### src/rtl/sin_src_sweep_ctrl.sv
// -----------------------------------------------------------------------------
// sin_src_sweep_ctrl
//
// Tone/sweep sequencer for the sine-source stimulus path. One sweep command is
// taken over a valid/ready handshake. The block then steps the source frequency
// code through N tones and holds each tone for a programmed dwell. It drives the
// source configuration bus (enable, frequency, amplitude, update strobe).
//
// Ports
//   clk          sole clock, rising edge
//   rst          synchronous, active-high reset
//   cmd_valid    command valid
//   cmd_ready    command ready (high only in IDLE)
//   cmd_f_start  first tone frequency code
//   cmd_f_step   per-tone increment, two's complement
//   cmd_n_tones  number of tones (0 behaves as 1)
//   cmd_dwell    cycles per tone (0 behaves as 1)
//   cmd_amp      amplitude code for the whole sweep
//   abort        terminate the active sweep
//   src_en       source enable
//   src_freq     current frequency code
//   src_amp      current amplitude code
//   src_upd      one-cycle strobe: new src_freq/src_amp valid
//   step_idx     0-based index of the current tone
//   busy         high in RUN and DONE
//   done         one-cycle pulse when a sweep completes normally
//   ovf          sticky: a frequency step wrapped modulo 2^FW
// -----------------------------------------------------------------------------
module sin_src_sweep_ctrl #(
  parameter int FW = 32,
  parameter int AW = 16,
  parameter int NW = 16,
  parameter int DW = 24
) (
  input  logic          clk,
  input  logic          rst,
  input  logic          cmd_valid,
  output logic          cmd_ready,
  input  logic [FW-1:0] cmd_f_start,
  input  logic [FW-1:0] cmd_f_step,
  input  logic [NW-1:0] cmd_n_tones,
  input  logic [DW-1:0] cmd_dwell,
  input  logic [AW-1:0] cmd_amp,
  input  logic          abort,
  output logic          src_en,
  output logic [FW-1:0] src_freq,
  output logic [AW-1:0] src_amp,
  output logic          src_upd,
  output logic [NW-1:0] step_idx,
  output logic          busy,
  output logic          done,
  output logic          ovf
);

  localparam logic [1:0] S_IDLE = 2'd0;
  localparam logic [1:0] S_RUN  = 2'd1;
  localparam logic [1:0] S_DONE = 2'd2;

  logic [1:0]    r_state;
  logic [FW-1:0] r_f_step;
  logic [NW-1:0] r_n_last;     // index of the final tone (N-1 after 0->1 fix-up)
  logic [DW-1:0] r_dwell_last; // reload value for the dwell counter (D-1)
  logic [DW-1:0] r_cnt;
  logic          r_src_en;
  logic [FW-1:0] r_src_freq;
  logic [AW-1:0] r_src_amp;
  logic          r_src_upd;
  logic [NW-1:0] r_step_idx;
  logic          r_busy;
  logic          r_done;
  logic          r_ovf;

  logic [FW:0]   w_sum;
  logic          w_wrap;
  logic          w_last_tone;

  // One extra bit captures the carry of the wrapping add. With a negative step,
  // a borrow is the absence of a carry out of the unsigned add.
  assign w_sum       = {1'b0, r_src_freq} + {1'b0, r_f_step};
  assign w_wrap      = r_f_step[FW-1] ? ~w_sum[FW] : w_sum[FW];
  assign w_last_tone = (r_step_idx == r_n_last);

  always_ff @(posedge clk) begin
    if (rst) begin
      r_state      <= S_IDLE;
      r_f_step     <= '0;
      r_n_last     <= '0;
      r_dwell_last <= '0;
      r_cnt        <= '0;
      r_src_en     <= 1'b0;
      r_src_freq   <= '0;
      r_src_amp    <= '0;
      r_src_upd    <= 1'b0;
      r_step_idx   <= '0;
      r_busy       <= 1'b0;
      r_done       <= 1'b0;
      r_ovf        <= 1'b0;
    end else begin
      // Strobes default low; only the branches below raise them.
      r_src_upd <= 1'b0;
      r_done    <= 1'b0;
      case (r_state)
        S_IDLE: begin
          if (cmd_valid) begin
            r_state      <= S_RUN;
            r_f_step     <= cmd_f_step;
            r_n_last     <= (cmd_n_tones == '0) ? '0 : cmd_n_tones - NW'(1);
            r_dwell_last <= (cmd_dwell == '0) ? '0 : cmd_dwell - DW'(1);
            r_cnt        <= (cmd_dwell == '0) ? '0 : cmd_dwell - DW'(1);
            r_src_en     <= 1'b1;
            r_src_freq   <= cmd_f_start;
            r_src_amp    <= cmd_amp;
            r_src_upd    <= 1'b1;
            r_step_idx   <= '0;
            r_busy       <= 1'b1;
            r_ovf        <= 1'b0;
          end
        end

        S_RUN: begin
          // abort outranks both the tone step and the DONE transition.
          if (abort) begin
            r_state  <= S_IDLE;
            r_src_en <= 1'b0;
            r_busy   <= 1'b0;
          end else if (r_cnt == '0) begin
            if (w_last_tone) begin
              r_state  <= S_DONE;
              r_src_en <= 1'b0;
              r_done   <= 1'b1;
            end else begin
              r_src_freq <= w_sum[FW-1:0];
              r_step_idx <= r_step_idx + NW'(1);
              r_src_upd  <= 1'b1;
              r_cnt      <= r_dwell_last;
              if (w_wrap) r_ovf <= 1'b1;
            end
          end else begin
            r_cnt <= r_cnt - DW'(1);
          end
        end

        S_DONE: begin
          // Single-cycle state; abort here lands in the same IDLE outcome.
          r_state  <= S_IDLE;
          r_src_en <= 1'b0;
          r_busy   <= 1'b0;
        end

        default: begin
          r_state  <= S_IDLE;
          r_src_en <= 1'b0;
          r_busy   <= 1'b0;
        end
      endcase
    end
  end

  assign cmd_ready = (r_state == S_IDLE);
  assign src_en    = r_src_en;
  assign src_freq  = r_src_freq;
  assign src_amp   = r_src_amp;
  assign src_upd   = r_src_upd;
  assign step_idx  = r_step_idx;
  assign busy      = r_busy;
  assign done      = r_done;
  assign ovf       = r_ovf;

endmodule

### config.mk
export PLATFORM = sky130hd
export DESIGN_NAME = sin_src_sweep_ctrl
export DESIGN_NICKNAME = d
export VERILOG_FILES = /design/src/rtl/sin_src_sweep_ctrl.sv
export SDC_FILE = /design/constraint.sdc
export NUM_CORES = 1
export LEC_CHECK = 0
export CORE_AREA = 2 2 190 192
export CTS_CLUSTER_DIAMETER = 80
export CTS_CLUSTER_SIZE = 40
export DETAILED_ROUTE_END_ITERATION = 7
export DIE_AREA = 0 0 192 194
export DONT_BUFFER_PORTS = 1
export GPL_ROUTABILITY_DRIVEN = 0
export PLACE_DENSITY_LB_ADDON = 0.1
export SLEW_MARGIN = 40
export SYNTH_ARGS = -nofsm -noshare
export SYNTH_HDL_FRONTEND = slang
export SYNTH_SLANG_ARGS = --single-unit
### constraint.sdc
create_clock -name clk -period 3 [get_ports clk]
set_input_delay 0.75 -clock clk [delete_from_list [all_inputs] [get_ports clk]]
set_output_delay 0.75 -clock clk [all_outputs]
set_load 0.005 [all_outputs]
**Run 1: congestion heat map**

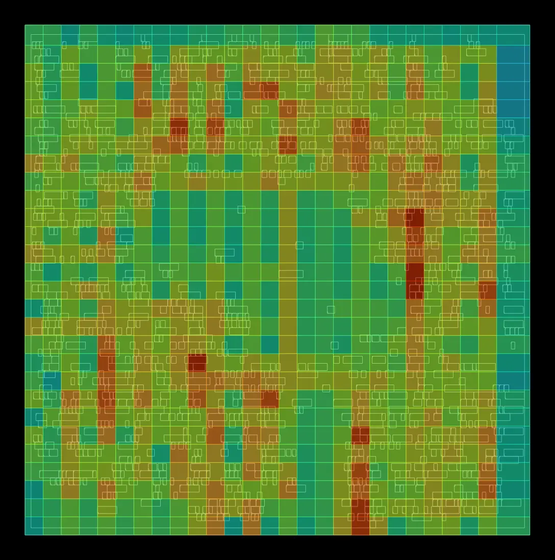
grt met2 use: 0.260
busiest grt layer: met2
post-layout util: 0.316
met3 Use GR: 0.0442

**Run 1: gate families picked out**

Drawn at 2 px/um.
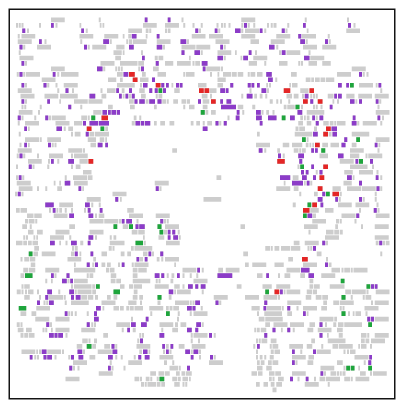
legend:
  AND-OR and OR-AND gates:
    color: red
    cells: 25
  inverting AOI/OAI gates:
    color: purple
    cells: 302
    where: widely spread
  AND and OR gates:
    color: green
    cells: 38
    where: widely spread

**Run 1: metal 3**

Drawn at 2 px/um.
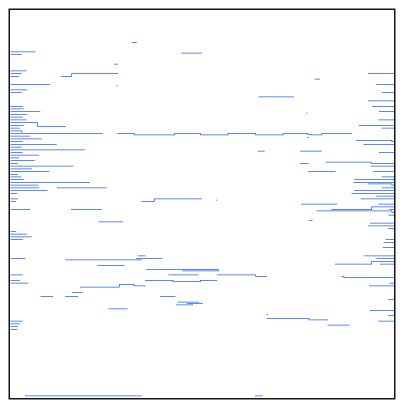
nets with wire on the layer: 124
share of all routed wire: 6.1%
wire length on this layer: 1870 um
main direction: horizontal
longest straight run: 58.2 um

**Run 1: cells colored by class**

Drawn at 2 px/um. Fill, decap, tap and diode cells in gray.
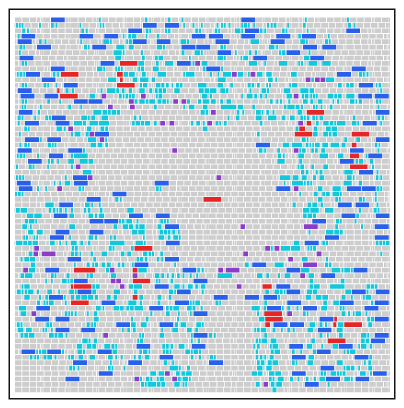
legend:
  flip-flops:
    color: blue
    cells: 166
    share_of_their_area: 31%
  other buffers and delay cells:
    color: purple
    cells: 57
    share_of_their_area: 4.5%
  clock drivers and dummy loads:
    color: red
    cells: 32
    share_of_their_area: 5.3%
  all other logic:
    color: cyan
    cells: 1057
    share_of_their_area: 59%

==> metrics.cfg, run 1 <==
[logic_synthesis]
ys_chip_area_um2=9770
ys_warn_count=0
synth_top_area_share=0.340
top_area_cell=dfxtp_1
edf_count=0
ys_seq_share=0.340
synth_cells=1303
avgSynthCellArea_um2=7.50
synth_flop_count=166
synthArstFlopShare=0

[layout]
regArea_um2=3320
num-nonclk-buffers=57
nets=1461
fin_area_um2=11100
seq-cell-share=0.298
clockBufferCount=21
final-nonclk-buf-share=0.0429
layout.non_clock_inverters=18
finalNonFillerCells=1773
final_common_cell=nand2_1
combGateArea_um2=6140
comb_share=0.551

[final_timing]
fin_skew_ps=12.8
tightest_slew_ps=670
maxSlewViolCount=0
finalCritPeriodShare=0.944
finalSetupViolCount=0
slew_headroom=0.549
timing.fmax_mhz=353
layout_min_cycle_time_ps=2830
fin_ws_ps=168

[detailed_routing]
wl_met1_um=15100
met2_length_um=13600
ant_nets=0
wl_met3_um=1870
vias=8927
dr.max_layer_used=met4
firstDrtPassIters=5
via_per_inst=5.03
wl_per_cell_um=17.4
first_iter_violations=432

[place]
place_hpwl_um=22100
io_buffers=0
pre_cts_ws_ps=14.2

[power]
swShare=0.309
power_density_nw_per_um2=518
p_clk_frac=0.378
vdd_drop_max_mv=0.379
power_switching_mw=1.79
total_power_mw=5.78
p_seq_frac=0.433
power.leakage_nw=4.15
intPower_mw=3.99

[floorplan]
tap-cell-count=461
die_x_um=192
fp_util=0.277
fp.dieH_um=194

[run]
maxCapViolations=0
tool_warnings=29

[critical_path]
reg2reg_depth=11
worst-path-buf-inv=1
critPathMaxStageDelay_ps=450
endpoint_kind=flop
start_kind=flop
crit_arrival_ps=3210
rr_endpoint=src_freq[28]
critPathSlowestCell=fa_1
crit_family=AND-OR/OR-AND gates
worstPathRequired_ps=3380
path_depth=11
cp-endpoint=src_freq[28]
criticalPathCategory=reg2reg

[cts]
clockBufferDepth=2
cts_inserted_buffers=17
cts_max_level=4
cts.sinks=166

[global_route]
grt_usage=0.168
grt_start_max_net_pins=140
overflow=0
grt_pass1_wl_um=49300
antenna_found_initial=0

[min_path]
min-delay-start=abort
hold_path_class=in2reg

[run_status]
status=complete, no violations

## run 1: power by group through the flow
stage | Combinational (mW) | Clock (mW) | Sequential [mW]
after floorplan | 0.820 | 0 | 2.51
after global placement | 1.10 | 0 | 2.55
after detailed placement | 1.10 | 0 | 2.55
after CTS | 1.11 | 2.28 | 2.50
after global routing | 1.24 | 2.36 | 2.52
final | 1.09 | 2.18 | 2.50
## run 1: kinds of logic (layout without fill, tap and decap cells)
kind of cell / count (synthesis) / in the layout / share of synthesized area
AND/OR/NAND/NOR: 571 / 571 / 0.269
AND-OR/OR-AND: 327 / 327 / 0.207
flip-flops: 166 / 166 / 0.340
buffers and inverters: 98 / 107 / 0.0410
XOR/XNOR: 95 / 95 / 0.0852
adder cells (fa/ha/maj): 38 / 38 / 0.0494
multiplexers: 8 / 8 / 0.00845
**Run 1: cell sizes after repair**

Drawn at 2 px/um.
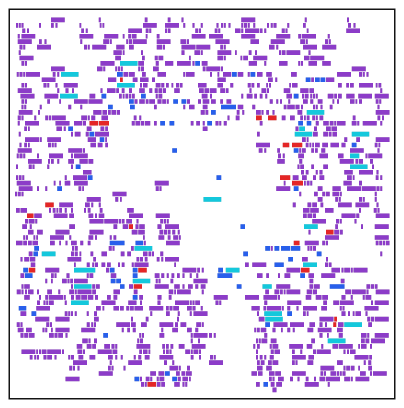

==> run 2: changes to the inputs <==
--- a/config.mk
+++ b/config.mk
@@ -5,11 +5,12 @@
 export SDC_FILE = /design/constraint.sdc
 export NUM_CORES = 1
 export LEC_CHECK = 0
-export CORE_AREA = 2 2 190 192
+export ABC_AREA = 1
+export CORE_AREA = 2 2 200 202
 export CTS_CLUSTER_DIAMETER = 80
 export CTS_CLUSTER_SIZE = 40
 export DETAILED_ROUTE_END_ITERATION = 7
-export DIE_AREA = 0 0 192 194
+export DIE_AREA = 0 0 202 204
 export DONT_BUFFER_PORTS = 1
 export GPL_ROUTABILITY_DRIVEN = 0
 export PLACE_DENSITY_LB_ADDON = 0.1
**Run 2: cell sizes after repair**

Drawn at 2 px/um.
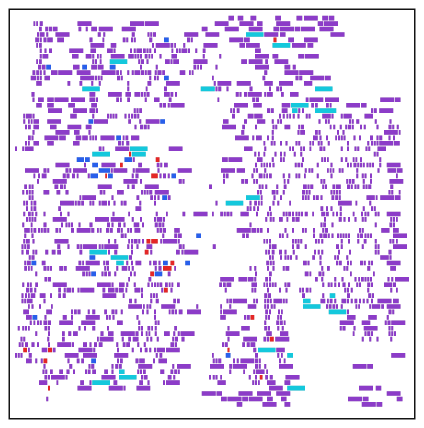
legend:
  drive 6 and up:
    color: cyan
    cells: 27
    share: 1.6%
  drive 1 or less:
    color: purple
    cells: 1613
    share: 96%
  drive 3 to 4:
    color: blue
    cells: 27
    share: 1.6%
  drive 2:
    color: red
    cells: 21
    share: 1.2%

==> metrics.cfg, run 2 <==
[global_route]
grt-busiest-layer=met2
grt_start_max_net_pins=72
grtUsageMet1=0.221
use_met2=0.346
overflow=0
grt_usage=0.190
grt_pass1_wl_um=59500
antenna_found_initial=2
grt_util_met3=0.0360
grt_pass1_vias=10300

[cts]
cts_setup_buffers=0
cts_inserted_buffers=17
tritoncts=built
postCtsResizedCells=0
cts.sinks=166
clock_latency_ps=470
cts_max_level=4
clkSlewWorstSetupHoldPaths_ps=80
ctsHoldBuffers=0
clockBufferDepth=2
ctsRootBufferMaster=clkbuf_16

[run_status]
status=complete, no violations

[power]
power_sequential_mw=2.51
power_frac_comb=0.191
p_clk_frac=0.382
power_switching_mw=1.97
power.leakage_nw=5.48
vdd_drop_max_mv=0.294
intPower_mw=3.91
maxPowerGroup=registers
p_comb_mw=1.12
power_density_nw_per_um2=493
p_clk_mw=2.25
swShare=0.335
total_power_mw=5.88
p_seq_frac=0.426

[detailed_routing]
first_iter_violations=380
routed_wl_um=39100
dr.max_layer_used=met4
wl_met1_um=16800
wl_met3_um=1460
drc=0
vias=10400
ant_nets=0
wl_per_cell_um=17.7
met2_length_um=19900
firstDrtPassIters=5
via_per_inst=4.67

[layout]
regArea_um2=3320
drive_gt1_frac=0.0444
nets=1837
num-nonclk-buffers=20
layout-area-overhead-vs-synth_pct=10.7
final-nonclk-buf-share=0.0157
n_fill_cell=4418
n_antenna_cell=2
clockBufferCount=17
layout.non_clock_inverters=221
flops=166
dominant_cells=combinational gates
final_common_cell=nand2_1
seq-cell-share=0.279
comb_share=0.533
most-common-layout-cells=464 x nand2_1, 233 x nor2_1, 216 x inv_1
fin_util=0.304
combGateArea_um2=6350
num-multi-input-gates=1249
clk_share=0.0477

[critical_path]
criticalPathCategory=reg2reg
path_cells=ha_1 -> fa_1 -> nand3_1 -> nand3_1 -> nand3_1 -> nand3b_1 -> nand2_1 -> nand2_1 -> nand2_1 -> nand3_1 -> nand2_1 -> a21oi_1
worstPathRequired_ps=3360
cp_max_fo=5
start_kind=flop
critPathMaxStageDelay_ps=500
endpoint_kind=flop
crit_family=simple AND/OR/NAND/NOR gates
critPathSlowestCell=fa_1
crit_arrival_ps=2840
worst-path-buf-inv=0

[place]
pre_cts_ws_ps=516
place_hpwl_um=29200
io_buffers=0

[logic_synthesis]
ys_seq_share=0.309
yosys-top-cells-count=464 x nand2_1, 235 x nor2_1, 218 x inv_1
edf_count=0
synth_stat.cells=1697
synth_flop_count=166
ys_chip_area_um2=10800
top_area_cell=dfxtp_1
topCellsByArea=dfxtp_1 31%, nand2_1 16%, nor2_1 8.2%
ys_warn_count=0
fp_nets=1859
top_cell=nand2_1
avgSynthCellArea_um2=6.34
synthArstFlopShare=0
post_synth_num_cell_types=41
synth_cells=1697
synth_top_area_share=0.309
yosys_most_used_dff=dfxtp_1
synth_area_um2=10800

[floorplan]
core_um2=39200
tap-cell-count=525
fp.dieH_um=204
rows=73
dieArea_um2=41200
io-pin-count=194
fp_util=0.275
die_x_um=202

[final_timing]
rsz0062_at_grt=no
finalSetupTns_ps=0
finalSetupViolCount=0
hold_violations=0
layout_min_cycle_time_ps=2490
fin_ws_ps=514
fin_skew_ps=14.4
holdWs_ps=346
maxSlewViolCount=0
finalCritPeriodShare=0.829
timing.fmax_mhz=402
tightest_slew_ps=814
slew_headroom=0.457

[run]
maxCapViolations=0
tool_warnings=27

[min_path]
hold_path_class=in2reg

-- run 2: path summary, 6_finish.rpt --
path | from | endpoint | slack [ps] | cells past startpoint
worst max-delay path | src_freq[0] | src_freq[28] | 510 | 12
worst min register to register | r_dwell_last[19] | r_dwell_last[19] | 470 | 2
worst min-delay path | rst | step_idx[9] | 350 | 1
worst max register to register | src_freq[0] | src_freq[28] | 510 | 12
-- run 2: metrics by stage --
stage / cells / area, um2
floorplan: 1697 / 10800
global placement: 2181 / 11300
detailed placement: 2181 / 11300
CTS: 2213 / 11900
global route: 2214 / 11900
finish: 2215 / 11900
-- run 2: logic make-up after synthesis --
logic type | count (synthesis) | synth area share
compound gates | 247 | 0.143
xor+xnor | 71 | 0.0578
simple gates | 893 | 0.342
buf+inv | 282 | 0.103
fa+ha+maj | 38 | 0.0449
flops | 166 | 0.309
Power and IR drop assume default switching activity.
